**Run 1: PDN straps and rails**

Pins as bars on the die edge. Tap cells in gray.
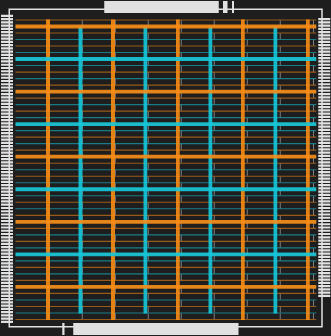
**Run 1: placement by cell class**

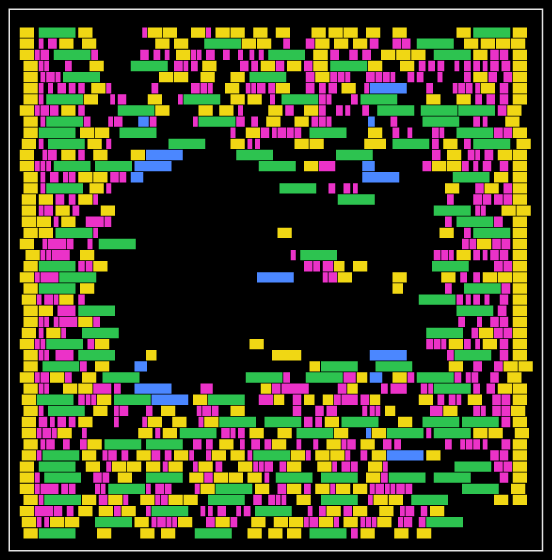
**Run 1: clock network drawn from the DEF**

The bar under the picture is 50 µm long.
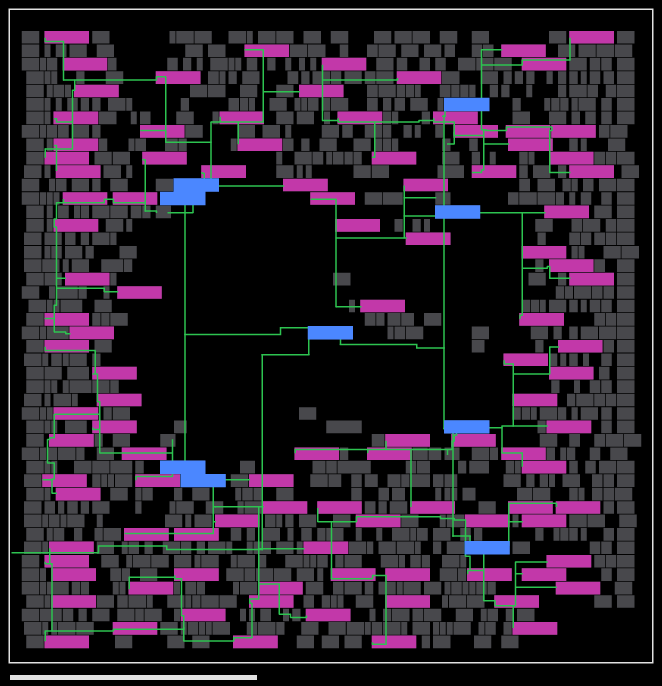
[src/rtl/alu_arbiter.sv]
// alu_arbiter: shares one combinational ALU between two requesters.
//
// Requesters are arbitrated round-robin. The winner's operands are captured, the ALU is given
// one cycle, and the result is registered. It is then returned on the winner's private response
// channel. Only one transaction is in flight at a time.
//
// Ports:
//   clk, rst                      clock, asynchronous active-high reset
//   reqX_valid/ready              request handshake for requester X (0/1)
//   reqX_a, reqX_b, reqX_sel      operands and ALU op code
//   respX_valid/ready             response handshake for requester X
//   respX_res, respX_err          result and unsupported-op flag (zero when not valid)
//   alu_a, alu_b, alu_sel         drive to the shared ALU (straight from registers)
//   alu_res                       result from the shared ALU
module alu_arbiter #(
  parameter int unsigned N = 32
) (
  input  logic         clk,
  input  logic         rst,
  input  logic         req0_valid,
  output logic         req0_ready,
  input  logic [N-1:0] req0_a,
  input  logic [N-1:0] req0_b,
  input  logic [3:0]   req0_sel,
  input  logic         req1_valid,
  output logic         req1_ready,
  input  logic [N-1:0] req1_a,
  input  logic [N-1:0] req1_b,
  input  logic [3:0]   req1_sel,
  output logic         resp0_valid,
  input  logic         resp0_ready,
  output logic [N-1:0] resp0_res,
  output logic         resp0_err,
  output logic         resp1_valid,
  input  logic         resp1_ready,
  output logic [N-1:0] resp1_res,
  output logic         resp1_err,
  output logic [N-1:0] alu_a,
  output logic [N-1:0] alu_b,
  output logic [3:0]   alu_sel,
  input  logic [N-1:0] alu_res
);

  typedef enum logic [1:0] {StIdle, StExec, StResp} state_e;

  state_e       state_q, state_d;
  logic [N-1:0] op_a_q, op_b_q, res_q;
  logic [3:0]   op_sel_q;
  logic         owner_q, prio_q, err_q;
  logic         gnt0, gnt1, accept, sel_ok;

  function automatic logic sel_legal(input logic [3:0] sel);
    case (sel)
      4'b0000, 4'b0001, 4'b0010, 4'b0100, 4'b0101,
      4'b0110, 4'b0111, 4'b1100, 4'b1101, 4'b1111: sel_legal = 1'b1;
      default:                                     sel_legal = 1'b0;
    endcase
  endfunction

  // Round-robin: an unopposed requester always wins; under contention prio_q decides.
  assign gnt0   = req0_valid & (~req1_valid | ~prio_q);
  assign gnt1   = req1_valid & (~req0_valid | prio_q);
  assign accept = (state_q == StIdle) & (gnt0 | gnt1);
  assign sel_ok = sel_legal(op_sel_q);

  // State register
  always_ff @(posedge clk or posedge rst) begin
    if (rst) begin
      state_q <= StIdle;
    end else begin
      state_q <= state_d;
    end
  end

  // Next-state logic
  always_comb begin
    state_d = state_q;
    unique case (state_q)
      StIdle: if (accept) state_d = StExec;
      StExec: state_d = StResp;
      StResp: if (owner_q ? resp1_ready : resp0_ready) state_d = StIdle;
      default: state_d = StIdle;
    endcase
  end

  // Outputs
  always_comb begin
    req0_ready  = (state_q == StIdle) & gnt0;
    req1_ready  = (state_q == StIdle) & gnt1;
    resp0_valid = (state_q == StResp) & ~owner_q;
    resp1_valid = (state_q == StResp) & owner_q;
    resp0_res   = resp0_valid ? res_q : '0;
    resp1_res   = resp1_valid ? res_q : '0;
    resp0_err   = resp0_valid & err_q;
    resp1_err   = resp1_valid & err_q;
    alu_a       = op_a_q;
    alu_b       = op_b_q;
    alu_sel     = op_sel_q;
  end

  // Operand capture, ownership, priority pointer and result register
  always_ff @(posedge clk or posedge rst) begin
    if (rst) begin
      op_a_q   <= '0;
      op_b_q   <= '0;
      op_sel_q <= '0;
      owner_q  <= 1'b0;
      prio_q   <= 1'b0;
      res_q    <= '0;
      err_q    <= 1'b0;
    end else begin
      if (accept) begin
        if (gnt0) begin
          op_a_q   <= req0_a;
          op_b_q   <= req0_b;
          op_sel_q <= req0_sel;
        end else begin
          op_a_q   <= req1_a;
          op_b_q   <= req1_b;
          op_sel_q <= req1_sel;
        end
        owner_q <= gnt1;
        prio_q  <= gnt0; // hand priority to the other requester
      end
      if (state_q == StExec) begin
        // Unsupported codes return a clean zero regardless of what the ALU produces.
        res_q <= sel_ok ? alu_res : '0;
        err_q <= ~sel_ok;
      end
    end
  end

endmodule

[config.mk]
export PLATFORM = sky130hd
export DESIGN_NAME = alu_arbiter
export DESIGN_NICKNAME = d
export VERILOG_FILES = /design/src/rtl/alu_arbiter.sv
export SDC_FILE = /design/constraint.sdc
export NUM_CORES = 1
export LEC_CHECK = 0
export CAP_MARGIN = 15
export CORE_AREA = 2 2 128 130
export CTS_BUF_LIST = sky130_fd_sc_hd__clkbuf_16
export CTS_CLUSTER_SIZE = 12
export DETAILED_ROUTE_END_ITERATION = 10
export DIE_AREA = 0 0 130 132
export GPL_TIMING_DRIVEN = 1
export HOLD_SLACK_MARGIN = 0.1
export PLACE_DENSITY = 0.87
export SYNTH_ARGS = -nofsm -noshare
export SYNTH_HDL_FRONTEND = slang
export SYNTH_SLANG_ARGS = --single-unit
[constraint.sdc]
create_clock -name clk -period 4.2 [get_ports clk]
set_input_delay 1.26 -clock clk [delete_from_list [all_inputs] [get_ports clk]]
set_output_delay 1.26 -clock clk [all_outputs]
set_load 0.01 [all_outputs]
==> qor.txt, run 1 <==
Status -> finished, final reports clean
Final setup TNS -> 0 ns
Synthesized area -> 0.00525 mm²
CP max-delay cell -> clkdlybuf4s50_1
Internal -> 3.26 mW
Initial DRT Pass Iterations -> 4
Worst R2R Setup Slack -> 1.72 ns
Sequential Power Share -> 33.5%
Largest area contributor in the netlist -> dfrtp_1
Synth top cells by count -> 169 x nand2_1, 105 x dfrtp_1, 69 x a21oi_1
Xor/xnor share -> 0%
Crit path to -> req0_ready
H-tree levels -> 3
Die ar. -> 0.0172 mm²
Pins Over Slew Limit -> 0
I/O pin cnt -> 312
Syn nets -> 796
Adder share -> 0%
Synthesized area per cell -> 8.43 µm²
Seq pwr -> 1.80 mW
Seq share, synth -> 50.1%
WP depth -> 4
Hold Crit Class -> register to register
Row count -> 46
Tool warnings -> 26
Comb area leader -> simple AND/OR/NAND/NOR gates
Critical path fanouts, max -> 2
PostCTS Resize Cnt -> 0
Yosys simple share -> 24.5%
FF+latch count, synth -> 105
Number of non-clock buffers in the layout -> 325
Post-Route WL -> 18100 µm
Hold Crit Depth -> 2
Logic share of the area -> 26.9%
Net Switching -> 2.12 mW
CP arrival -> 2.82 ns
Reg area -> 0.00263 mm²
Crit share post-route -> 97.2%
Main synth FF type -> dfrtp_1
Comb group -> 2.76 mW
R2r startpoint -> state_q[1]
Area growth, synth to finish -> 67.5%
DRC -> 0
Worst rel slew slack -> 45.9%
R2R Path End -> alu_a[2]
Hold Crit Start -> res_q[9]
Cell Type Count -> 29
Fmax -> 245 MHz
Init Core Util -> 33.4%
Crit path from -> req0_valid
Number of non-clock inverters -> 2
Layout cells sized above 1 -> 5.30%
WP buf/inv -> 2
Cells after Synth -> 622
Num CTS Buffers -> 9
Hold_buf cts -> 0
Nets@finish -> 1074
Maximum Capacitance Violations -> 0
First-pass GRT wire length -> 28600 µm
Hold path endpoint -> res_q[9]
Seq_cells -> 105
Die outline height -> 132 µm
RSZ-0062 raised after global routing -> false
Final hold viol count -> 0
Die X -> 130 µm
Clk cell area share -> 3.15%
CTS tree -> yes
Antenna-violating nets left -> 0
Fill cell total of the finished layout -> 1406
YS warnings -> 0
Antenna cells -> 0
Initial antenna violation count -> 1
Yosys stat chip area -> 0.00525 mm²
Post-synthesis cell type with the largest instance count -> nand2_1
Switching Fraction -> 39.5%
Multi-input gate area -> 0.00237 mm²
# clk buffers -> 9
Worst Max-Slew Pin Slew -> 0.811 ns
PwrDens -> 612 mW/mm²
Worst path cell trace -> clkdlybuf4s50_1 > a21bo_2 > nor3_1 > clkdlybuf4s50_1
Initial DRC Count -> 256
Grt total ovfl -> 0
Tot GR Track Use -> 21.1%
Most instantiated logic cells after routing -> 311 x clkdlybuf4s50_1, 169 x nand2_1, 105 x dfrtp_1, 69 x a21oi_1, 66 x and2_1
Non-clk buf share -> 36.8%
Most used cell, CP -> clkdlybuf4s50_1
Vias in the first global route -> 5430
Largest type area fraction -> 50.1%
#MultiIn Comb -> 457
CTS Buffer Depth -> 2
Final Skew -> 0.0129 ns
Final hold slack -> 0.486 ns
Post-synth ARST share -> 100%
GPL Wtd Cong -> 0.832
Root Buffer -> clkbuf_16
Critical path class -> primary input to output port
CP delay by family, top -> buffers and inverters
Worst-path clk slew -> 0.07 ns
CP Launch Type -> primary input
Vias per cell -> 4.95
Comb power frac -> 51.3%
Commonest Layout Cell -> clkdlybuf4s50_1
Min cycle time layout -> 4.08 ns
Post-synth EDFFs -> 0
Mux area share -> 0.215%
Tapcell count -> 216
Pin count of the biggest net entering global routing -> 72
Cell type taking the most area -> non-clock buffers
Max power group -> combinational cells
Post-CTS setup buffers -> 0
Back to the opening pictures, 'PDN straps and rails':
- VDD: cyan
- VSS: orange
- signal pins: 312
- met5 straps: 9
- tap cells: 216
- met1 rails: 47
- met4 straps: 9
peak supply drop: 0.438 mV
Core ar.: 0.0157 mm²

Back to the opening pictures, 'placement by cell class':
- all other logic: magenta (cells 459)
- other buffers and delay cells: yellow (cells 325)
- clock drivers and dummy loads: blue (cells 16)
- flip-flops: green (cells 105)
sequential share of cell area: 29.9%
final core utilization: 55.9%

Back to the opening pictures, 'clock network drawn from the DEF':
- clock wires: green (length 1450 µm)
- cells driving clock nets: blue (count 9)
- flip-flops: magenta (count 105)
- flops lie: all over the die
clk pwr: 815 µW
Clk Latency, worst-skew pair: 0.35 ns

## run 1: layer usage
layer	global-route usage [%]	up-vias	wire length, µm
met5	0	-	10
li1	-	2667	-
met2	36.4	260	9070
met3	6.78	37	1600
met1	24.1	2584	6930
met4	7.95	2	508
## run 1: worst register-to-register path, stage by stage (launching register included)
cell and delay, ns:
dfrtp_1 0.46, nor2_4 0.14, buf_4 0.64, and2_4 0.81, a31oi_1 0.27
## run 1: through the flow
step                power (mW)  setup slack (ns)  util [%]  area, µm²  cells
floorplan                 3.19             0.179         -       5250    622
global placement          4.51             0.140      54.1       8500   1104
detailed placement        4.59            0.0983      54.1       8500   1104
CTS                       5.42            0.0965      55.8       8770   1120
global route              5.76            0.0348      55.9       8790   1121
finish                    5.38             0.116      55.9       8790   1121
**Run 1: signal wires by layer**

The bar under the picture is 50 µm long.
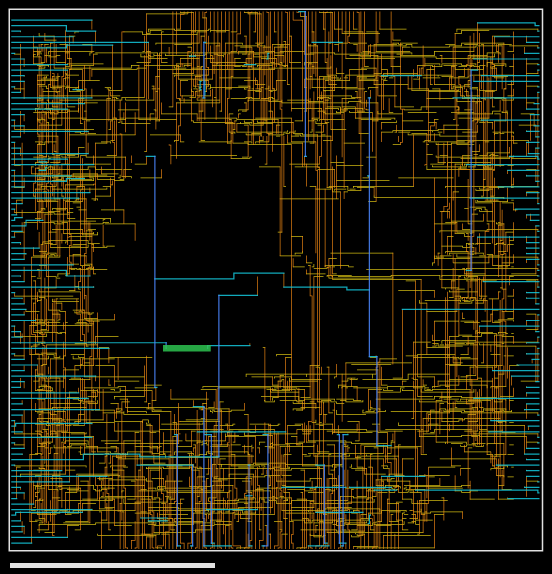

--- run 2 (diff from run 1) ---
--- a/config.mk
+++ b/config.mk
@@ -14,6 +14,7 @@
 export GPL_TIMING_DRIVEN = 1
 export HOLD_SLACK_MARGIN = 0.1
 export PLACE_DENSITY = 0.87
+export RECOVER_POWER = 50
 export SYNTH_ARGS = -nofsm -noshare
 export SYNTH_HDL_FRONTEND = slang
 export SYNTH_SLANG_ARGS = --single-unit
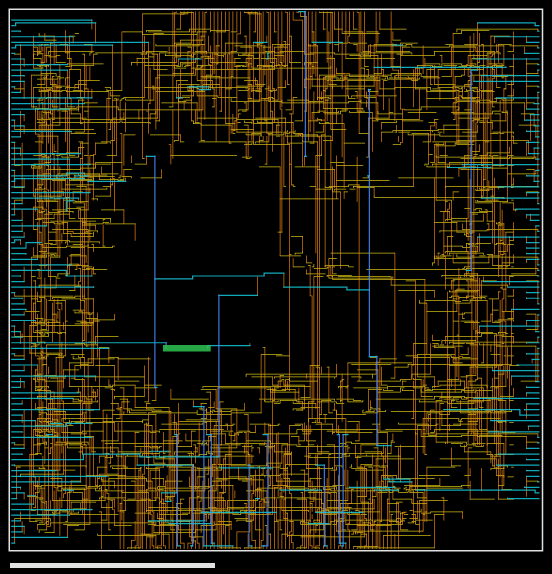
**Above:** run 2 (signal wires by layer).
The bar under the picture is 50 µm long.
- met5: green (wire length 10.1 µm)
- met3: cyan (wire length 1650 µm)
- met1: yellow (wire length 6830 µm)
- met2: orange (wire length 9120 µm)
- met4: blue (wire length 498 µm)
Post-Route WL: 18100 µm
Tot GR Track Use: 21.1%
vias post-DR: 5588
Routed wire per std cell: 16.1 µm

==> qor.txt, run 2 <==
Met1 usage -> 24.1% (unchanged)
Initial DRC Count -> 237 (was 256)
YS warnings -> 0 (unchanged)
Post-synth EDFFs -> 0 (unchanged)
Final Skew -> 0.0127 ns (was 0.0129 ns)
Layout Cells excl Fill -> 1122 (was 1121)
DRC -> 0 (unchanged)
Placed cell area -> 0.00850 mm² (unchanged)
Critical path class -> primary input to output port (unchanged)
Worst-path clk slew -> 0.07 ns (about the same)
Hold Crit Depth -> 2 (unchanged)
Final hold viol count -> 0 (unchanged)
Antenna-violating nets left -> 0 (unchanged)
H-tree levels -> 3 (unchanged)
Root Buffer -> clkbuf_16 (unchanged)
Init Core Util -> 33.4% (unchanged)
Vias in the first global route -> 5430 (unchanged)
DR top layer -> met5 (unchanged)
Critical path fanouts, max -> 2 (unchanged)
Die X -> 130 µm (unchanged)
WP buf/inv -> 2 (unchanged)
WP depth -> 4 (unchanged)
R2R Path End -> alu_a[2] (unchanged)
Comb power frac -> 50.8% (was 51.3%)
Cells after Synth -> 622 (unchanged)
Internal -> 3.19 mW (was 3.26 mW)
Crit share post-route -> 97.3% (was 97.2%)
GR peak layer -> met2 (unchanged)
Post-synth ARST share -> 100% (unchanged)
Layout cells sized above 1 -> 4.97% (was 5.30%)
CP max-delay cell -> clkdlybuf4s50_1 (unchanged)
Maximum Capacitance Violations -> 2 (was 0)
Area growth, synth to finish -> 67.3% (was 67.5%)
Min cycle time layout -> 4.08 ns (about the same)
Sequential Power Share -> 33.8% (was 33.5%)
Pins Over Slew Limit -> 79 (was 0)
Post-synthesis cell type with the largest instance count -> nand2_1 (unchanged)
Clk Latency, worst-skew pair -> 0.35 ns (about the same)
Main synth FF type -> dfrtp_1 (unchanged)
Placed Cells -> 1104 (unchanged)
GRT met2 Usage -> 36.4% (unchanged)
Cell Type Count -> 29 (unchanged)
Crit path to -> req0_ready (unchanged)
Final worst slack -> 0.115 ns (was 0.116 ns)
CTS tree -> yes (unchanged)
GPL Wtd Cong -> 0.832 (unchanged)
Worst Max-Slew Pin Slew -> 2.01 ns (was 0.811 ns)
Comb group -> 2.69 mW (was 2.76 mW)
RSZ-0062 raised after global routing -> false (unchanged)
Synth top cells by count -> 169 x nand2_1, 105 x dfrtp_1, 69 x a21oi_1 (unchanged)
Peak supply drop -> 0.438 mV (about the same)
Syn nets -> 796 (unchanged)
CP Launch Type -> primary input (unchanged)
Hold_buf cts -> 0 (unchanged)
Nets@finish -> 1074 (unchanged)
Met3 Wirelength -> 1650 µm (was 1600 µm)
Final hold slack -> 0.487 ns (was 0.486 ns)
Hold path endpoint -> res_q[9] (unchanged)
Row count -> 46 (unchanged)
CTS Buffer Depth -> 2 (unchanged)
Post-CTS setup buffers -> 0 (unchanged)
Die ar. -> 0.0172 mm² (unchanged)
Most used cell, CP -> clkdlybuf4s50_1 (unchanged)
Tool warnings -> 26 (unchanged)
Initial DRT Pass Iterations -> 4 (unchanged)
Final core utilization -> 55.8% (was 55.9%)
Status -> finished, violations left (was finished, final reports clean)
Violated checks -> capacitance limit, slew limit
Worst R2R Setup Slack -> 1.74 ns (was 1.72 ns)
Hold Crit Start -> res_q[9] (unchanged)
Worst path cell trace -> clkdlybuf4s50_1 > a21bo_2 > nor3_1 > clkdlybuf4s50_1 (unchanged)
==> run 2: cell types whose count changed in the layout (fill, tap and decap cells not counted), moves of 2 or more <==
cell,change
buf_4,-4
clkbuf_1,+2
clkbuf_2,+2
clkdlybuf4s50_1,-35
dlygate4sd3_1,+35
o21ai_0,+5
o21ai_1,-5
==> run 2: logic make-up after synthesis <==
group / share of synthesized area [%]
AOI/OAI and AO/OA: 20.0
muxes: 0.215
DFF: 50.1
and+or+nand+nor: 24.5
buffers and inverters: 5.18
==> run 2: layout make-up <==
class	instances	area, µm²
sequential	105	2630
multi-input combinational	457	2360
fill	1410	6940
antenna	1	2.50
clock inverter	7	51.3
timing repair buffer	325	3230
tap	216	270
clock buffer	9	225
inverter	2	8.76
Power is estimated from default activity; no workload was simulated.
